`config.mk`:
```
export PLATFORM = sky130hd
export DESIGN_NAME = apb_master_arb
export DESIGN_NICKNAME = d
export VERILOG_FILES = /design/src/rtl/apb_arb_pkg.sv /design/src/rtl/apb_rr_arb2.sv /design/src/rtl/apb_master_arb.sv
export SDC_FILE = /design/constraint.sdc
export NUM_CORES = 1
export LEC_CHECK = 0
export CAP_MARGIN = 20
export CORE_ASPECT_RATIO = 0.5
export CORE_MARGIN = 2
export CORE_UTILIZATION = 42
export DETAILED_ROUTE_END_ITERATION = 7
export PLACE_DENSITY_LB_ADDON = 0.15
export SLEW_MARGIN = 20
export SYNTH_ARGS = -nofsm -noshare
export SYNTH_HDL_FRONTEND = slang
export SYNTH_HIERARCHICAL = 1
export SYNTH_SLANG_ARGS = --single-unit
```
`constraint.sdc`:
```
create_clock -name PCLK -period 2.8 [get_ports PCLK]
set_input_delay 0.42 -clock PCLK [delete_from_list [all_inputs] [get_ports PCLK]]
set_output_delay 0.42 -clock PCLK [all_outputs]
set_load 0.005 [all_outputs]
```
`src/rtl/apb_arb_pkg.sv`:
```
// Shared definitions for the two-requester APB master: FSM encoding,
// wait-state timeout and the address bit that picks the slave.
package apb_arb_pkg;

    typedef enum logic [1:0] {
        ST_IDLE   = 2'd0,
        ST_SETUP  = 2'd1,
        ST_ACCESS = 2'd2
    } state_t;

    // Last wait-counter value tolerated before a transfer is aborted.
    localparam logic [3:0] TIMEOUT = 4'd15;

    // PADDR bit that selects slave 2 (1) or slave 1 (0).
    localparam int SEL_BIT = 6;

endpackage

```
`src/rtl/apb_rr_arb2.sv`:
```
// Two-way round-robin arbiter. The grant is combinational; the last-grant
// register also serves as the id of the transfer currently in flight.
module apb_rr_arb2 (
    input  logic i_clk,
    input  logic i_rst,
    input  logic i_elig0,
    input  logic i_elig1,
    input  logic i_latch,
    output logic o_gnt,
    output logic o_last
);

    logic r_last;

    // On a tie favour whoever was not granted last; otherwise the lone eligible wins.
    assign o_gnt  = (i_elig0 & i_elig1) ? ~r_last : i_elig1;
    assign o_last = r_last;

    // Remember the winner whenever a grant is taken; reset so requester 0 wins the first tie.
    always_ff @(posedge i_clk or posedge i_rst) begin
        if (i_rst) begin
            r_last <= 1'b1;
        end else if (i_latch) begin
            r_last <= o_gnt;
        end
    end

endmodule

```
`src/rtl/apb_master_arb.sv`:
```
// APB master shared by two requesters. Round-robin grant in IDLE, then a
// standard SETUP/ACCESS transfer with a wait-state timeout. All outputs
// are registered.
module apb_master_arb
    import apb_arb_pkg::*;
(
    input  logic       PCLK,
    input  logic       PRESET,
    input  logic       req0_valid,
    input  logic       req0_write,
    input  logic [7:0] req0_addr,
    input  logic [7:0] req0_wdata,
    input  logic       req1_valid,
    input  logic       req1_write,
    input  logic [7:0] req1_addr,
    input  logic [7:0] req1_wdata,
    output logic       done0,
    output logic       done1,
    output logic [7:0] rdata,
    output logic       err,
    output logic       PSEL1,
    output logic       PSEL2,
    output logic       PENABLE,
    output logic       PWRITE,
    output logic [7:0] PADDR,
    output logic [7:0] PWDATA,
    input  logic       PREADY,
    input  logic [7:0] PRDATA1,
    input  logic [7:0] PRDATA2
);

    state_t     r_state;
    logic [3:0] r_cnt;

    logic       w_elig0;
    logic       w_elig1;
    logic       w_latch;
    logic       w_gnt;
    logic       w_id;
    logic       w_g_write;
    logic [7:0] w_g_addr;
    logic [7:0] w_g_wdata;
    logic [7:0] w_prdata;

    // A requester whose done is showing this cycle cannot be re-granted yet.
    assign w_elig0 = req0_valid & ~done0;
    assign w_elig1 = req1_valid & ~done1;
    assign w_latch = (r_state == ST_IDLE) & (w_elig0 | w_elig1);

    assign w_g_write = w_gnt ? req1_write : req0_write;
    assign w_g_addr  = w_gnt ? req1_addr  : req0_addr;
    assign w_g_wdata = w_gnt ? req1_wdata : req0_wdata;
    assign w_prdata  = PADDR[SEL_BIT] ? PRDATA2 : PRDATA1;

    apb_rr_arb2 u_arb (
        .i_clk   (PCLK),
        .i_rst   (PRESET),
        .i_elig0 (w_elig0),
        .i_elig1 (w_elig1),
        .i_latch (w_latch),
        .o_gnt   (w_gnt),
        .o_last  (w_id)
    );

    // Transfer FSM: latch the winner, run SETUP then ACCESS until PREADY or timeout.
    always_ff @(posedge PCLK or posedge PRESET) begin
        if (PRESET) begin
            r_state <= ST_IDLE;
            r_cnt   <= 4'd0;
            done0   <= 1'b0;
            done1   <= 1'b0;
            rdata   <= 8'd0;
            err     <= 1'b0;
            PSEL1   <= 1'b0;
            PSEL2   <= 1'b0;
            PENABLE <= 1'b0;
            PWRITE  <= 1'b0;
            PADDR   <= 8'd0;
            PWDATA  <= 8'd0;
        end else begin
            done0 <= 1'b0;
            done1 <= 1'b0;
            case (r_state)
                ST_IDLE: begin
                    if (w_latch) begin
                        r_state <= ST_SETUP;
                        PWRITE  <= w_g_write;
                        PADDR   <= w_g_addr;
                        PWDATA  <= w_g_wdata;
                        PSEL1   <= ~w_g_addr[SEL_BIT];
                        PSEL2   <= w_g_addr[SEL_BIT];
                        PENABLE <= 1'b0;
                    end
                end
                ST_SETUP: begin
                    r_state <= ST_ACCESS;
                    r_cnt   <= 4'd0;
                    PENABLE <= 1'b1;
                end
                ST_ACCESS: begin
                    if (PREADY || (r_cnt == TIMEOUT)) begin
                        // Normal completion or timeout abort; both end with a done pulse.
                        r_state <= ST_IDLE;
                        PSEL1   <= 1'b0;
                        PSEL2   <= 1'b0;
                        PENABLE <= 1'b0;
                        done0   <= ~w_id;
                        done1   <= w_id;
                        err     <= ~PREADY;
                        rdata   <= (PREADY && !PWRITE) ? w_prdata : 8'd0;
                    end else begin
                        r_cnt <= r_cnt + 4'd1;
                    end
                end
                default: begin
                    r_state <= ST_IDLE;
                    PSEL1   <= 1'b0;
                    PSEL2   <= 1'b0;
                    PENABLE <= 1'b0;
                end
            endcase
        end
    end

endmodule

```
**Run 1: cells colored by class**

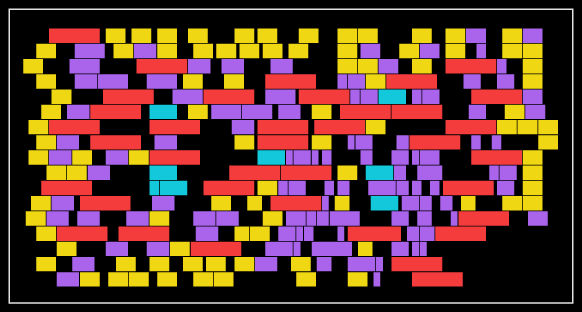
Yellow is other buffers and delay cells, cells 90, share of their area 31%. Purple is combinational and other logic, cells 106, share of their area 33%. Cyan is clock drivers and dummy loads, cells 8, share of their area 3.5%. Red is flops, cells 37, share of their area 32%.

**Run 1: PDN straps and rails**

Bar = 20 µm. Pins as bars on the die edge.
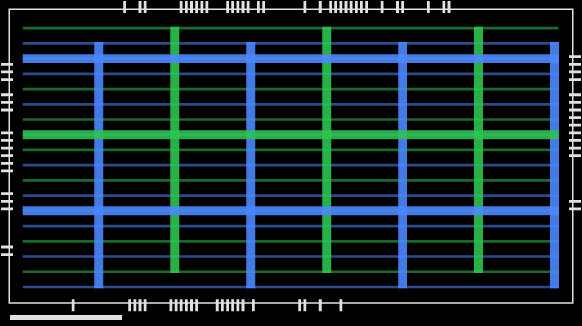
Blue is VSS. Green is VDD.
7 straps on met4. 18 met1 rails follow the rows. The core has 17 rows. 86 signal pins sit on the boundary. 3 straps on met5.

**Run 1: cell density map**

Bar = 20 µm. 10 x 5 tiles, from black (low) to pale yellow (high), 0 to 100% covered.
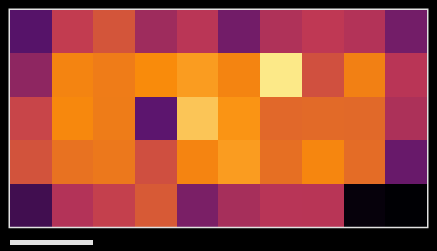
4.0% of the tiles are nearly empty. The mean over all tiles is 55%. The fullest tile reaches 95%.

==> flow_summary.yaml, run 1 <==
# synthesis and place-and-route metrics
sta:
  worstMarginPinSlew_ns: 0.522
  slew_viol_final: 0
  whs_ns: 0.451
  setup_viol_count_final: 0
  skew_ns: 0.00682
  slew_headroom_pct: 65.2
  worst_slack_ns: 0.685
  fmax_mhz: 473
  period_used_pct: 75.5
  tns_ns: 0
finish:
  bufAreaShareNonClock_pct: 30.3
  nFillCells: 369
  clk_share_pct: 3.46
  drive_above_1_share_pct: 22.8
  final_area_um2: 2930
  reg_top3: "PADDR (8), PWDATA (8), rdata (8)"
  sh_comb_area_pct: 31.1
  fin_util_pct: 66.3
  final_nets: 296
  dominant-cell-class: "sequential cells"
  final_cells: 298
  flops: 37
  seq_area_um2: 927
  lay_top_count: "clkdlybuf4s50_1"
critical_path:
  reg2reg_depth: 6
  path_max_fanout: 5
  cp-start-kind: "primary input"
  cp.depth: 7
  r2r_slack_ns: 0.85
  cp-endpoint: "PSEL1$_DFFE_PP0P_"
  cp.arrival_ns: 2.34
  crit_chain: "clkdlybuf4s50_1 > nand2b_4 > inv_1 > a21boi_2 > mux2_2 > a2111oi_0 > a311o_1"
  critPathCaptureType: "register"
  crit_buf_inv: 2
  cpPeakStageDelay_ns: 0.52
  timing.rr.start: "done1$_DFF_PP0_"
  r2r_end: "PSEL1$_DFFE_PP0P_"
pwr:
  p_int_w: 0.00183
  p_per_area_nw_per_um2: 900
  combPwrFrac_pct: 47.3
  p_sw_w: 0.000813
  leakage_nw: 1.24
  comb_cell_power_w: 0.00125
  pg_clk_w: 0.000411
  total_power_w: 0.00264
  clkPwrFrac_pct: 15.6
place:
  post-place-ws_ns: 0.397
  routabilityCongestion: 0.795
  dp.cells: 290
  placed_area_um2: 2830
drt:
  route.met2.wl_mm: 2.26
  routedWlPerCell_um: 15.3
  drt_iter0_markers: 43
  top_layer: "met4"
  first_pass_iters: 4
  met1Wirelength_mm: 2.01
  drc: 0
synthesis:
  synth_cells: 154
  synth_flop_count: 37
  largest_area_cell: "dfrtp_1"
  synth-async-reset-ratio_pct: 100
  synth-main-ff-cell: "dfrtp_1"
  xor_share_pct: 0
  ys_sh_adder_pct: 0.641
  yosysMostFrequentCell: "dfrtp_1"
  fp_nets: 210
  synth_top_area_share_pct: 46.2
  syn_avg_cell_area_um2: 12.7
  ys_seq_share_pct: 47.5
  topCombFamilyByArea: "multiplexers"
cts:
  cts-root-buf: "clkbuf_8"
  cts-buffers-inserted: 5
  cts_buffer_depth: 2
  clk_pin_slew_worst_paths_ns: 0.08
  ctsHtreeMaxLevel: 2
  cts_tree: "done"
  clock_sinks: 37
floorplan:
  core-area_um2: 4420
  tap_cells: 57
  fp_util_pct: 44.1
  num_rows: 17
global_route:
  grt_max_degree: 24
  use_met3_pct: 5.33
  grt_pass1_wl_mm: 7.51
  antenna_found_initial: 0
outcome:
  status: "complete, no violations"
flow_run:
  tool_warnings: 26
**Run 1: congestion heat map**

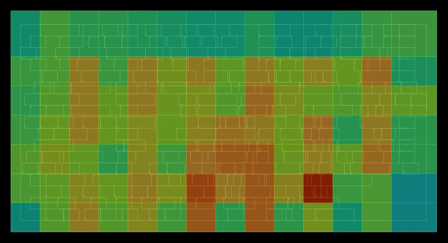

==> inputs of run 2 (changes only) <==
Settings changed: CORE_UTILIZATION 42 to 38.
Clock period 2.8 ns to 1.8 ns, I/O delays scaled along.
**Run 2: congestion heat map**

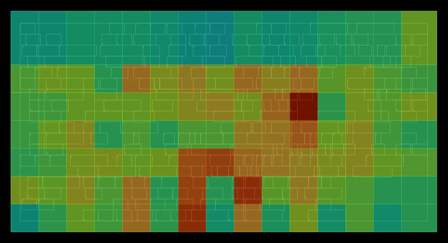
Top Usage Layer GRT: met2
drt wl/cell: 14.3 µm

==> run 2 against run 1 <==
Compared with the run above:
- critical path depth unchanged
- setup slack worse by 0.62 ns
- clock-buffer cell count up 1
- sequential power up 53%
- die area up 9.9%
- total power up 57%
- synthesized area unchanged
- register-to-register slack worse by 0.77 ns
- largest power group unchanged
==> flow_summary.yaml, run 2 <==
# synthesis and place-and-route metrics
outcome:
  status: "complete, no violations"
finish:
  clk_share_pct: 2.64
  flops: 37
  nFillCells: 412
  dominant-cell-class: "buffers"
synthesis:
  topCombFamilyByArea: "multiplexers"
  xor_share_pct: 0
  ys_seq_share_pct: 47.5
  synth-async-reset-ratio_pct: 100
  synth_flop_count: 37
  fp_nets: 210
  synth_cells: 154
floorplan:
  num_rows: 18
  core-area_um2: 4930
critical_path:
  cp.depth: 7
  cp-start-kind: "primary input"
  r2r_slack_ns: 0.08
  r2r_end: "PWDATA[6]$_DFFE_PP0P_"
  path_max_fanout: 11
  cpPeakStageDelay_ns: 0.50
pwr:
  p_sw_w: 0.00129
  combPwrFrac_pct: 50.3
  clkPwrFrac_pct: 13.4
  leakage_nw: 1.28
  p_per_area_nw_per_um2: 1360
  comb_cell_power_w: 0.00208
  total_power_w: 0.00414
flow_run:
  tool_warnings: 26
drt:
  drc: 0
  top_layer: "met4"
  first_pass_iters: 4
sta:
  tns_ns: 0
  slew_viol_final: 0
  whs_ns: 0.323
  worstMarginPinSlew_ns: 0.487
cts:
  clk_pin_slew_worst_paths_ns: 0.07
  ctsHtreeMaxLevel: 2
  cts_buffer_depth: 2
global_route:
  grt_max_degree: 26
Power and IR drop assume default switching activity.
